===== src/rtl/mull_writeback_pkg.sv =====
// rtl/mull_writeback_pkg.sv - shared ALU op codes, long-multiply helper and sequencer state type
//
// Purpose: constants and types shared by the writeback sequencer files.
//   ALU_MUL / ALU_SMULL / ALU_UMULL : ALUControl encodings seen at the writeback stage
//   alu_is_long(op)                 : 1 when op produces a two-word (64-bit) product
//   wb_state_t                      : sequencer state encoding (IDLE, HI)
package mull_writeback_pkg;

  localparam logic [2:0] ALU_MUL   = 3'b100;
  localparam logic [2:0] ALU_SMULL = 3'b110;
  localparam logic [2:0] ALU_UMULL = 3'b111;

  typedef enum logic {
    IDLE = 1'b0,
    HI   = 1'b1
  } wb_state_t;

  function automatic logic alu_is_long(input logic [2:0] op);
    return (op == ALU_SMULL) || (op == ALU_UMULL);
  endfunction

endpackage


===== src/rtl/mull_writeback_nz.sv =====
// rtl/mull_writeback_nz.sv - combinational N/Z flag generation over a 32- or 64-bit product
//
// Purpose: forms N and Z from the operation's full result width.
// Ports:
//   lo      in  DATA_W  low word / ordinary result
//   hi      in  DATA_W  high word (only meaningful when is_long)
//   is_long in  1       result is the 64-bit {hi, lo}
//   n       out 1       sign bit of the full result
//   z       out 1       full result is zero
module mul_nz_gen #(
  parameter int DATA_W = 32
) (
  input  logic [DATA_W-1:0] lo,
  input  logic [DATA_W-1:0] hi,
  input  logic              is_long,
  output logic              n,
  output logic              z
);

  assign n = is_long ? hi[DATA_W-1] : lo[DATA_W-1];
  // For short ops the high word is ignored entirely.
  assign z = (lo == '0) && (!is_long || (hi == '0));

endmodule


===== src/rtl/mull_writeback.sv =====
// rtl/mull_writeback.sv - writeback sequencer serialising long multiplies onto one write port
//
// Purpose: takes one completed ALU operation per transfer and drives a single-write-port
//   register file. SMULL/UMULL write two words over two cycles (lo, then hi) with upstream
//   stalled; N/Z are issued alongside the last write of each operation.
// Ports:
//   clk, reset (sync, active-low)
//   in_valid/in_ready           transfer handshake (in_ready high only in IDLE)
//   ALUControl, Result, ResultExtra, rd_lo, rd_hi, set_flags : transferred operation
//   wr_en/wr_addr/wr_data       register-file write port (registered)
//   nz_we/n_flag/z_flag         N/Z flag update (registered)
//   pc_err                      pulse: a write to PC_ADDR was dropped
module mull_writeback
  import mull_writeback_pkg::*;
#(
  parameter int DATA_W  = 32,
  parameter int ADDR_W  = 4,
  parameter int PC_ADDR = 15
) (
  input  logic              clk,
  input  logic              reset,
  input  logic              in_valid,
  output logic              in_ready,
  input  logic [2:0]        ALUControl,
  input  logic [DATA_W-1:0] Result,
  input  logic [DATA_W-1:0] ResultExtra,
  input  logic [ADDR_W-1:0] rd_lo,
  input  logic [ADDR_W-1:0] rd_hi,
  input  logic              set_flags,
  output logic              wr_en,
  output logic [ADDR_W-1:0] wr_addr,
  output logic [DATA_W-1:0] wr_data,
  output logic              nz_we,
  output logic              n_flag,
  output logic              z_flag,
  output logic              pc_err
);

  localparam logic [ADDR_W-1:0] PC_A = ADDR_W'(PC_ADDR);

  wb_state_t         state;
  logic [DATA_W-1:0] hi_q;
  logic [ADDR_W-1:0] rd_hi_q;
  // Flags of a long op are computed at transfer (full product visible then)
  // and replayed with the hi write.
  logic              n_hold;
  logic              z_hold;
  logic              s_hold;

  logic              is_long;
  logic              nz_n;
  logic              nz_z;

  assign in_ready = (state == IDLE);
  assign is_long  = alu_is_long(ALUControl);

  mul_nz_gen #(.DATA_W(DATA_W)) u_nz (
    .lo      (Result),
    .hi      (ResultExtra),
    .is_long (is_long),
    .n       (nz_n),
    .z       (nz_z)
  );

  always_ff @(posedge clk) begin
    if (!reset) begin
      state   <= IDLE;
      hi_q    <= '0;
      rd_hi_q <= '0;
      n_hold  <= 1'b0;
      z_hold  <= 1'b0;
      s_hold  <= 1'b0;
      wr_en   <= 1'b0;
      wr_addr <= '0;
      wr_data <= '0;
      nz_we   <= 1'b0;
      n_flag  <= 1'b0;
      z_flag  <= 1'b0;
      pc_err  <= 1'b0;
    end else begin
      wr_en  <= 1'b0;
      nz_we  <= 1'b0;
      pc_err <= 1'b0;
      case (state)
        IDLE: begin
          if (in_valid) begin
            // PC destination: drop the write but keep address/data for visibility.
            wr_addr <= rd_lo;
            wr_data <= Result;
            wr_en   <= (rd_lo != PC_A);
            pc_err  <= (rd_lo == PC_A);
            if (is_long) begin
              hi_q    <= ResultExtra;
              rd_hi_q <= rd_hi;
              n_hold  <= nz_n;
              z_hold  <= nz_z;
              s_hold  <= set_flags;
              state   <= HI;
            end else begin
              nz_we  <= set_flags;
              n_flag <= nz_n;
              z_flag <= nz_z;
            end
          end
        end
        HI: begin
          wr_addr <= rd_hi_q;
          wr_data <= hi_q;
          wr_en   <= (rd_hi_q != PC_A);
          pc_err  <= (rd_hi_q == PC_A);
          nz_we   <= s_hold;
          n_flag  <= n_hold;
          z_flag  <= z_hold;
          state   <= IDLE;
        end
        default: state <= IDLE;
      endcase
    end
  end

endmodule


===== config.mk =====
export PLATFORM = sky130hd
export DESIGN_NAME = mull_writeback
export DESIGN_NICKNAME = d
export VERILOG_FILES = /design/src/rtl/mull_writeback_pkg.sv /design/src/rtl/mull_writeback_nz.sv /design/src/rtl/mull_writeback.sv
export SDC_FILE = /design/constraint.sdc
export NUM_CORES = 1
export LEC_CHECK = 0
export CAP_MARGIN = 10
export CORE_MARGIN = 2
export CORE_UTILIZATION = 41
export CTS_CLUSTER_DIAMETER = 60
export DETAILED_ROUTE_END_ITERATION = 16
export GPL_TIMING_DRIVEN = 0
export PLACE_DENSITY_LB_ADDON = 0.12
export SETUP_SLACK_MARGIN = 0.15
export SYNTH_ARGS = -nofsm -noshare
export SYNTH_HDL_FRONTEND = slang
export SYNTH_HIERARCHICAL = 1
export SYNTH_SLANG_ARGS = --single-unit
export TNS_END_PERCENT = 5

===== constraint.sdc =====
create_clock -name clk -period 1.2 [get_ports clk]
set_input_delay 0.18 -clock clk [delete_from_list [all_inputs] [get_ports clk]]
set_output_delay 0.18 -clock clk [all_outputs]
set_load 0.1 [all_outputs]

==> images/logic_types.png <==
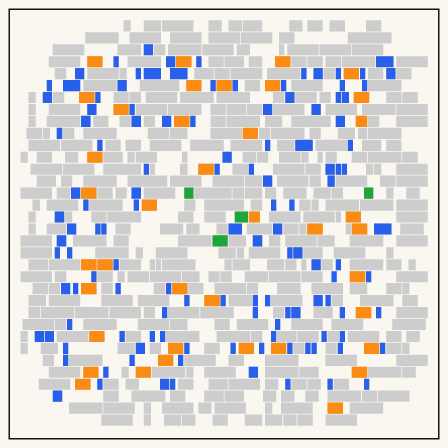
Blue shows nand cells, cells 123, where spread over the die. Green shows and/or cells, cells 4, where centre. Orange shows non-inverting ao/oa cells, cells 39, where spread over the die.
most frequently placed logic cell in the final layout: sky130_fd_sc_hd__nand2_1
final std cells w/o fill: 636

==> images/congestion.png <==
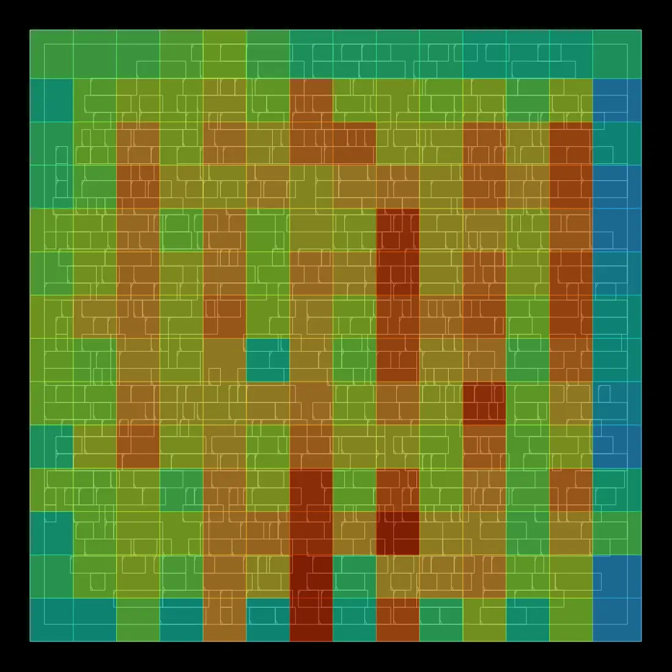
Overall Global Routing Usage: 0.224
grt peak-use layer: met2

==> images/layer_met2.png <==
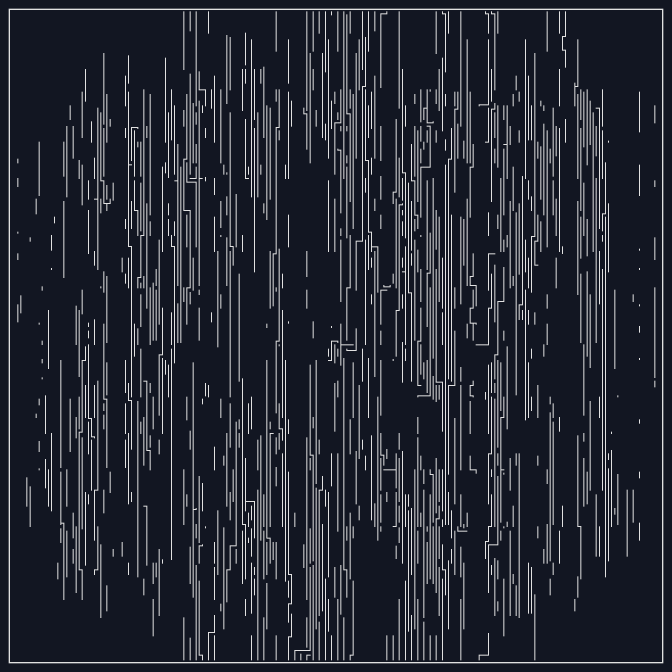
The layer holds 51% of the routed length. 530 nets have wire on it. The wires run mostly vertical. The layer carries 5660 um of wire. The longest straight run is 53.7 um.
Via Count: 3365
Routed Wire Length: 11.1 mm
GR met2 Demand/Resource: 0.379

==> flow_summary_export.csv <==
group,metric,value,unit
final_timing,rsz_0062_raised_after_global_routing,"true",
place,io_buffer_count,117,
final_timing,slew_headroom,0.644,
power,vdd_drop_max,0.794,mV
synthesis,synthFlopType,"sky130_fd_sc_hd__dfxtp_1",
finish,n_antenna_cell,1,
place,detailed_place.area,0.00491,mm2
drt,remaining_drc_errors,0,
run,warnings,30,
final_timing,final_max_slew_viol_count,0,
final_timing,setup_slack,-63.1,ps
cts,holdBufCountCts,0,
finish,fillers,667,
power,leakagePower,2.79,nW
final_timing,max_slew.worst_pin.slew,535,ps
floorplan,io-pin-count,121,
cts,htree_levels,3,
worst_setup_path,crit_buf_inv,2,
place,preCtsSetupSlack,-898,ps
synthesis,mean_cell_area_of_the_mapped_netlist,9.35,um2
run,cap_violations,0,
cts,clkSlewWorstSetupHoldPaths,80,ps
final_timing,finalClockSkew,8.09,ps
finish,num-nonclk-inverters,1,
cts,cts_resized,579,
cts,clk_root_buffer_cell,"sky130_fd_sc_hd__clkbuf_8",
drt,top_signal_layer_used,"met4",
min_path,hp-class,"in -> reg",
worst_setup_path,path_delay_family,"simple AND/OR/NAND/NOR gates",
global_route,globalRouteMet3Util,0.0568,
cts,post_cts_repair_setup_buffers,4,
final_timing,tns,-164,ps
worst_setup_path,worstPathRequired,1470,ps
global_route,grt_first_pass_wirelength,17.0,mm
drt,drt_pass1_iterations,4,
global_route,grt_max_degree,13,
cts,numClockSinks,81,
finish,seqAreaFraction,0.278,
synthesis,syn_nets,462,
final_timing,final_number_of_hold_violating_endpoints,0,
finish,layout_top_cells_excl_fill_tap,"sky130_fd_sc_hd__nand2_1 (78), sky130_fd_sc_hd__buf_12 (46), sky130_fd_sc_hd__dfxtp_1 (40)",
synthesis,async_reset_ff_frac,0,
min_path,worst_hold_path.num_cells,3,
synthesis,synth_top_area_share,0.453,
cts,clock_insertion_delay_worst_skew,340,ps
outcome,failed_checks,"negative setup slack",
finish,area.growth.synth_to_final,68.3,%
final_timing,holdWs,75.7,ps
synthesis,ys.warnings.count,6,
synthesis,yosys.cell_count.top_type,"sky130_fd_sc_hd__nand2_1",
floorplan,tapCellCount,108,
power,fin_total_pwr,0.00665,W
synthesis,synth-seq-area-share,0.453,
finish,register_area,0.00168,mm2
finish,logic_area,0.00208,mm2
global_route,first_global_vias,3391,
synthesis,syn_area,0.00358,mm2
final_timing,final_period_minus_worst_setup_slack,1260,ps
worst_setup_path,critical_path.endpoint_type,"flip-flop",
synthesis,synth_stat.cells,383,
power,p_per_area,1100,mW/mm2
finish,largest_contributor_to_cell_area_by_class,"combinational gates",
drt,per_cell_via_count_in_the_routed_design,5.29,
worst_setup_path,crit_path_top_delay_cell,"sky130_fd_sc_hd__nor4_4",
final_timing,min_period_over_period,1.05,
synthesis,ys_chip_area,0.00358,mm2
finish,comb.multi_input.count,270,
synthesis,syn-instance-count,383,
finish,design.final.nets,603,
place,post-dp-hpwl,7.28,mm
worst_setup_path,critical_path_arrival,1530,ps
synthesis,topCellsByArea,"sky130_fd_sc_hd__dfxtp_1 (45%), sky130_fd_sc_hd__nand2_1 (12%), sky130_fd_sc_hd__mux2i_1 (11%), sky130_fd_sc_hd__o211a_1 (9.8%), sky130_fd_sc_hd__a21boi_1 (8.6%)",
worst_setup_path,criticalPathCategory,"in -> reg",
finish,non_clock_buffer_area_share,0.328,
drt,met2_wirelength,5.66,mm
synthesis,synth.distinct_cells,28,
global_route,gr-total-overflow,0,
finish,clockNetworkAreaShare,0.0249,
finish,design_area,0.00603,mm2
synthesis,enable_flop_cells,0,
cts,cts_buffer_depth,2,
cts,cts_inserted_buffers,9,
floorplan,rows,34,
drt,routed-wl-met3,614,um
drt,met1Wirelength,4.69,mm
floorplan,die_y,97.5,um
global_route,antenna_found_initial,1,
place,post-place-cells,608,
worst_setup_path,rr_worst_depth,5,
worst_setup_path,worst_path_largest_cell_delay,330,ps
worst_setup_path,kind_of_launch_point_of_the_worst_setup_path,"input port",
finish,clock_buffer_count,10,
worst_setup_path,crit_path_cell_trace,"clkdlybuf4s15_1 -> nor4_4 -> nand4_1 -> nor3_4 -> buf_4 -> nand2_2 -> a21boi_2",
final_timing,timing.final.setup_violations,4,
synthesis,ys_top_cells_by_count,"sky130_fd_sc_hd__nand2_1 (115), sky130_fd_sc_hd__dfxtp_1 (81), sky130_fd_sc_hd__a21boi_1 (41)",
drt,drt_first_iter_violations,139,
synthesis,postSynthRegisterBits,81,
finish,comb_area_share,0.345,
worst_setup_path,crit_cells,7,
finish,top_registers,"hi_q (32), wr_data (32)",
worst_setup_path,worstPathMaxFanout,2,
cts,clock_tree_from_tritoncts,"yes",
floorplan,die_width,97.5,um
outcome,run_status,"complete, but fails checks",
floorplan,chip_area,0.00950,mm2
place,place_congestion,0.812,
final_timing,clock.fmax,0.792,GHz
synthesis,synth.largest_area_cell,"sky130_fd_sc_hd__dfxtp_1",
global_route,globalRouteMet1Util,0.285,
finish,final.signal_buffer_count,161,
finish,drive_above_1_share,0.438,
drt,route.antenna.remaining_nets,0,
finish,sequential_cell_count_of_the_final_layout,81,
==> images/cell_density.png <==
10 x 10 tiles, from white (low) to dark blue (high), 0 to 100% covered.
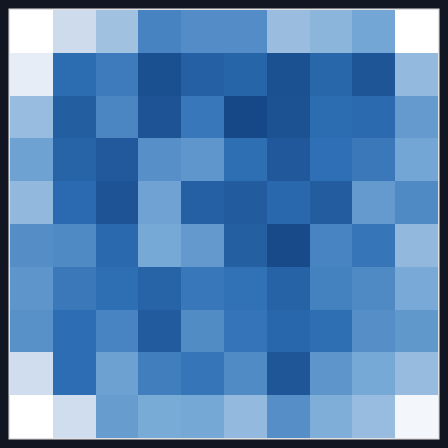
3.0% of the tiles are nearly empty. The mean over all tiles is 62%. The fullest tile reaches 90%.
Floorplan Utilization: 0.417
utilization after layout: 0.701
placeable core area: 0.00859 mm2

==> images/wires.png <==
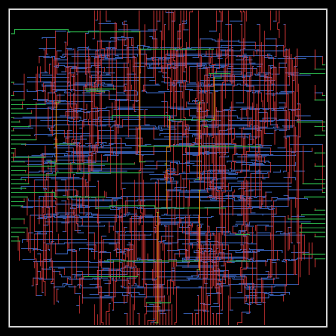
Orange shows metal 4, wire length 182 um. Green shows metal 3, wire length 615 um. Red shows metal 2, wire length 5660 um. Blue shows metal 1, wire length 4690 um.
detailed-route wire length per cell: 17.5 um

path summary, 6_finish.rpt:
| path | start | to | slack [ps] |
|---|---|---|---|
| setup / recovery | Result[2] | z_hold | -60 |
| hold / removal | ResultExtra[29] | hi_q[29] | 80 |
| setup reg to reg | state | z_hold | -40 |
| hold reg to reg | hi_q[11] | hi_q[11] | 450 |
cells by family (layout without fill, tap and decap cells):
group	count (synthesis)	after routing	share of synthesized area
buffers and inverters	32	176	0.0583
DFF	81	81	0.453
muxes	39	39	0.109
and+or+nand+nor	147	147	0.180
AOI/OAI and AO/OA	84	84	0.199
other	0	1	0
power breakdown:
part	total [W]	internal (W)	switching, W
registers	0.00298	0.00284	0.000131
logic	0.00200	0.000836	0.00117
clock network	0.00167	0.000719	0.000950
No activity file was given, so power comes from the tool's default toggle rates.
